[src/rtl/bcd_switch_reader_if.sv]
// rtl/bcd_switch_reader_if.sv - valid/ready reading port between the switch reader and the core
interface bcd_switch_reader_if;
  logic [6:0] value;
  logic       valid;
  logic       ready;

  modport master (output value, output valid, input ready);
  modport slave  (input value, input valid, output ready);
endinterface

[src/rtl/bcd_switch_reader.sv]
// rtl/bcd_switch_reader.sv - two-digit BCD switch sampler: sync, debounce, convert, one-deep buffered handshake
module bcd_switch_reader #(
  parameter int DEBOUNCE_CYCLES = 16000
) (
  input  logic                     clk,
  input  logic                     rst_n,
  input  logic [3:0]               ones_pin,
  input  logic [3:0]               tens_pin,
  output logic                     bcd_error,
  output logic                     overrun,
  bcd_switch_reader_if.master      bus
);

  localparam int CW = (DEBOUNCE_CYCLES > 2) ? $clog2(DEBOUNCE_CYCLES) : 1;
  localparam logic [CW-1:0] CNT_MAX = CW'(DEBOUNCE_CYCLES - 1);

  typedef enum logic [1:0] {EMPTY, FULL, FULL_PEND} state_t;

  logic [7:0]    sync1, sync2, cand, committed;
  logic [CW-1:0] cnt;
  logic          commit_evt;
  logic          conv_evt, conv_ok;
  logic [6:0]    conv_val;
  logic          offer;

  state_t        state_q, state_d;
  logic [6:0]    value_q, value_d, pend_q, pend_d;
  logic          valid_q, overrun_d;

  logic [3:0]    c_tens, c_ones;
  assign c_tens = committed[7:4];
  assign c_ones = committed[3:0];

  always_ff @(posedge clk or negedge rst_n) begin
    if (!rst_n) begin
      sync1      <= 8'h00;
      sync2      <= 8'h00;
      cand       <= 8'hFF;
      cnt        <= '0;
      committed  <= 8'hFF;
      commit_evt <= 1'b0;
      conv_evt   <= 1'b0;
      conv_ok    <= 1'b0;
      conv_val   <= 7'd0;
    end else begin
      sync1 <= {tens_pin, ones_pin};
      sync2 <= sync1;
      if (sync2 != cand) begin
        cand <= sync2;
        cnt  <= '0;
      end else if (cnt != CNT_MAX) begin
        cnt <= cnt + 1'b1;
      end
      // A reading equal to the last committed one is never recommitted
      if (cnt == CNT_MAX && cand != committed) begin
        committed  <= cand;
        commit_evt <= 1'b1;
      end else begin
        commit_evt <= 1'b0;
      end
      conv_evt <= commit_evt;
      conv_ok  <= (c_tens <= 4'd9) && (c_ones <= 4'd9);
      conv_val <= {c_tens, 3'b000} + {2'b00, c_tens, 1'b0} + {3'b000, c_ones};
    end
  end

  assign offer = conv_evt && conv_ok;

  always_comb begin
    state_d   = state_q;
    value_d   = value_q;
    pend_d    = pend_q;
    overrun_d = 1'b0;
    case (state_q)
      EMPTY: begin
        if (offer) begin
          value_d = conv_val;
          state_d = FULL;
        end
      end
      FULL: begin
        if (offer) begin
          if (bus.ready) begin
            value_d = conv_val;
          end else begin
            pend_d  = conv_val;
            state_d = FULL_PEND;
          end
        end else if (bus.ready) begin
          state_d = EMPTY;
        end
      end
      FULL_PEND: begin
        if (bus.ready) begin
          value_d = pend_q;
          if (offer) pend_d = conv_val;
          else       state_d = FULL;
        end else if (offer) begin
          pend_d    = conv_val;
          overrun_d = 1'b1;
        end
      end
      default: state_d = EMPTY;
    endcase
  end

  always_ff @(posedge clk or negedge rst_n) begin
    if (!rst_n) begin
      state_q   <= EMPTY;
      value_q   <= 7'd0;
      pend_q    <= 7'd0;
      valid_q   <= 1'b0;
      overrun   <= 1'b0;
      bcd_error <= 1'b0;
    end else begin
      state_q <= state_d;
      value_q <= value_d;
      pend_q  <= pend_d;
      valid_q <= (state_d != EMPTY);
      overrun <= overrun_d;
      if (conv_evt) bcd_error <= !conv_ok;
    end
  end

  assign bus.value = value_q;
  assign bus.valid = valid_q;

endmodule

[src/flat_wrapper.sv]
// flat-port wrapper written by rule: the top's interface ports become plain ports
module bcd_switch_reader_flat 
#(
  parameter int DEBOUNCE_CYCLES = 16000
)
  (clk, rst_n, ones_pin, tens_pin, bcd_error, overrun, bus_value, bus_valid, bus_ready);
  bcd_switch_reader_if bus_i ();
  input  logic clk;
  input  logic rst_n;
  input  logic [3:0] ones_pin;
  input  logic [3:0] tens_pin;
  output logic bcd_error;
  output logic overrun;
  output wire logic [$bits(bus_i.value)-1:0] bus_value;
  output wire logic [$bits(bus_i.valid)-1:0] bus_valid;
  input wire logic [$bits(bus_i.ready)-1:0] bus_ready;
  assign bus_value = bus_i.value;
  assign bus_valid = bus_i.valid;
  assign bus_i.ready = bus_ready;
  bcd_switch_reader #(.DEBOUNCE_CYCLES(DEBOUNCE_CYCLES)) u_core (.clk(clk), .rst_n(rst_n), .ones_pin(ones_pin), .tens_pin(tens_pin), .bcd_error(bcd_error), .overrun(overrun), .bus(bus_i));
endmodule
[config.mk]
export PLATFORM = sky130hd
export DESIGN_NAME = bcd_switch_reader_flat
export DESIGN_NICKNAME = d
export VERILOG_FILES = /design/src/rtl/bcd_switch_reader_if.sv /design/src/rtl/bcd_switch_reader.sv /design/src/flat_wrapper.sv
export SDC_FILE = /design/constraint.sdc
export NUM_CORES = 1
export LEC_CHECK = 0
export CORE_ASPECT_RATIO = 0.5
export CORE_MARGIN = 2
export CORE_UTILIZATION = 40
export DETAILED_ROUTE_END_ITERATION = 10
export MAX_ROUTING_LAYER = met4
export PLACE_DENSITY = 0.54
export SLEW_MARGIN = 20
export SYNTH_ARGS = -nofsm -noshare
export SYNTH_HDL_FRONTEND = slang
export SYNTH_SLANG_ARGS = --single-unit
[constraint.sdc]
create_clock -name clk -period 4.7 [get_ports clk]
set_input_delay 0.47 -clock clk [delete_from_list [all_inputs] [get_ports clk]]
set_output_delay 0.47 -clock clk [all_outputs]
set_load 0.05 [all_outputs]
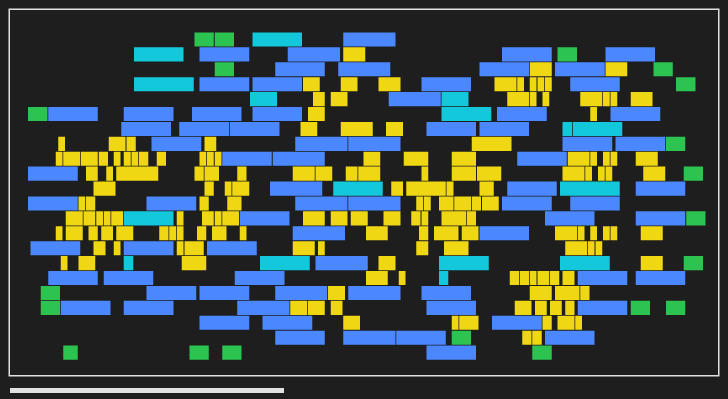
Fig. 1. Cells colored by class.
The bar under the picture is 50 microns long.
- green: other buffers and delay cells (cells 20; share of their area 5.5%)
- cyan: clock drivers and dummy loads (cells 16; share of their area 9.0%)
- blue: flip-flops (cells 75; share of their area 52%)
- yellow: all other logic (cells 167; share of their area 33%)
fin util: 50.4%
core area: 7460 sq um

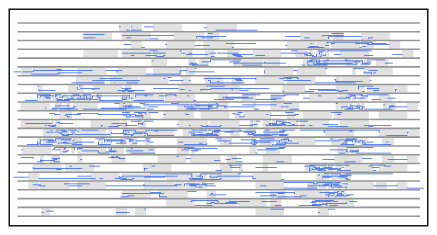
Fig. 2. The metal 1 layer.
Supply wires on this layer in gray. Cells faint in the background.
- main direction: horizontal
- share of all routed wire: 49%
- wire length on this layer: 2350 microns
- nets with wire on the layer: 272
- longest straight run: 43.0 microns
drt total wl: 4810 microns
met1 usage: 16.7%
vias: 1802

==> flow_metrics.tcl <==
# flow metrics
set metrics [dict create \
    endpoint "u_core.conv_val[6]" \
    cp.required_ns 4.95 \
    layout_top_cell "dfrtp_1" \
    dp.cells 370 \
    fp_nets 274 \
    fin_crit_sh_pct 47.8 \
    largest_register_ffs 14 \
    cts_buffers 9 \
    seq_share_pct 50.5 \
    tapCellCount 108 \
    grt_usage_pct 13.9 \
    switching_share_pct 18.7 \
    ys_dominant_reg_cell "dfrtp_1" \
    antennaDiodeCount 0 \
    crit_family "adder cells" \
    fp.dieH_microns 66.6 \
    setup_violations 0 \
    stdcell_count 386 \
    synth.distinct_cells 34 \
    num_rows 22 \
    multi_input_comb_cells 158 \
    reg2reg_to "u_core.conv_val[6]" \
    ys_cells 253 \
    cts.path.max_buffers 2 \
    viasPerCell 4.67 \
    ir_drop_mv 0.164 \
    cts.clk_slew.worst_paths_ns 0.06 \
    top_area_share_pct 47.1 \
    syn_area_per_cell_sq_um 12.4 \
    xor_share_pct 7.55 \
    drt_iter0_drc 78 \
    startpoint_type "flop" \
    top_register "u_core.cnt" \
    switching_power_w 0.000267 \
    io_pins 21 \
    dr_wl_met2_microns 2160 \
    crit_path_end_kind "flop" \
    power_leader "the clock network" \
    postRouteAntennaNets 0 \
    power_leakage_nw 1.70 \
    die-width_microns 129 \
    synthTopLogicFamily "simple AND/OR/NAND/NOR gates" \
    place_hpwl_microns 3220 \
    synthCells 253 \
    yosysWarnings 0 \
    antenna_found_initial 0 \
    htreeDepth 3 \
    hold_buffers 0 \
    place_ws_ns 2.47 \
    topRoutingLayerUsed "met4" \
    p_comb_w 0.0000297 \
    fillers 657 \
    min_path_type "in -> async" \
    fp_util_pct 42.0 \
    grt.busiest_layer "met2" \
    n_all_buffers 20 \
    path_class "reg -> reg" \
    p_clk_share_pct 51.2 \
    port_buffers 20 \
    warnings 26 \
    layout.area.seq_sq_um 1900 \
    grt_overflow 0 \
    arrival_ns 2.50 \
    path_max_fanout 4 \
    p_per_area_nw_per_um2 381 \
    r2r_cells 7 \
    drive_gt1_share_pct 22.7 \
    clock_buffers 11 \
    drt-pass1-iter-count 4 \
    area.combinational_sq_um 1170 \
    postLayoutCellArea_sq_um 3760 \
    hold_viol_final 0 \
    m1WireLength_microns 2350 \
    maxSlewViolCount 0 \
    synth_chip_area_sq_um 3130 \
    edf_count 0 \
    reg2reg_slack_ns 2.45 \
    routabilityCongestion 0.779 \
    nFlopsAndLatches 75 \
    holdWs_ns 0.270 \
    grt_pass1_vias 1836 \
    dpl-instance-area_sq_um 3420 \
    gr-usage-met3_pct 6.10 \
    crit_cells 7 \
    yosysTopAreaCell "dfrtp_1" \
    top_cells_by_area "dfrtp_1 47%, dfstp_2 13%, mux2_2 8.3%" \
    timing.setup.tns_ns 0 \
    cp-startpoint "u_core.committed[3]" \
    cts_tree "done" \
    status "finished clean" \
    clock_area_share_pct 8.72 \
    worstMarginPinSlew_ns 0.912 \
    dr_wl_met3_microns 243 \
    total_power_w 0.00143 \
    buffer_area_share_pct 5.26 \
    root_buffer "clkbuf_16" \
    slowest_delay_ns 0.56 \
    postCtsResizedCells 0 \
    mux_share_pct 8.91 \
    drv_cap 0 \
    top_cells_by_count "59 x dfrtp_1, 28 x nand2_1, 23 x mux2_2" \
    seqPwrFrac_pct 46.7 \
    syn-cell-area_sq_um 3130 \
    rsz0062_at_grt "no" \
    synthArstFlopShare_pct 100 \
    met2_usage_pct 20.7 \
    synthAdderAreaFrac_pct 4.47 \
    cp_num_buf_inv 2 \
    synthSimpleGateAreaFrac_pct 11.9 \
    sh_comb_area_pct 31.0 \
    largestClassByArea "registers" \
    syn2layout_area_growth_pct 19.9 \
    max_freq_ghz 0.445 \
    ys_seq_share_pct 60.5 \
    nNetsFinal 294 \
    final_cell_mix "59 x dfrtp_1, 28 x nand2_1, 23 x mux2_2" \
    p_int_w 0.00116 \
    seq_power_w 0.000668 \
    yosys.area_share.aoi_pct 4.19 \
    grt_max_degree 76 \
    drc_errors 0 \
]
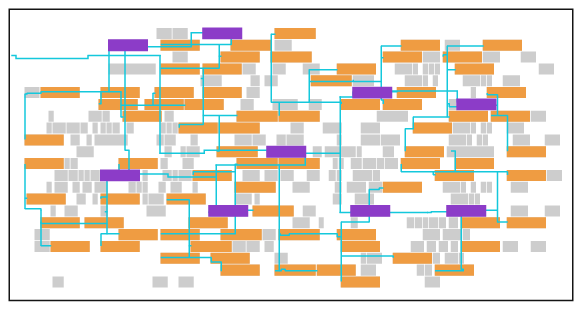
Fig. 3. Clock network drawn from the DEF.
- orange: flip-flops (count 75)
- purple: cells driving clock nets (count 9)
- cyan: clock wires (length 928 microns)
- flops lie: all over the die
Clock Latency Late Sink: 0.33 ns
Fin Clk Skew: 0.00379 ns
P_clk: 0.000733 W

Power is estimated from default activity; no workload was simulated.
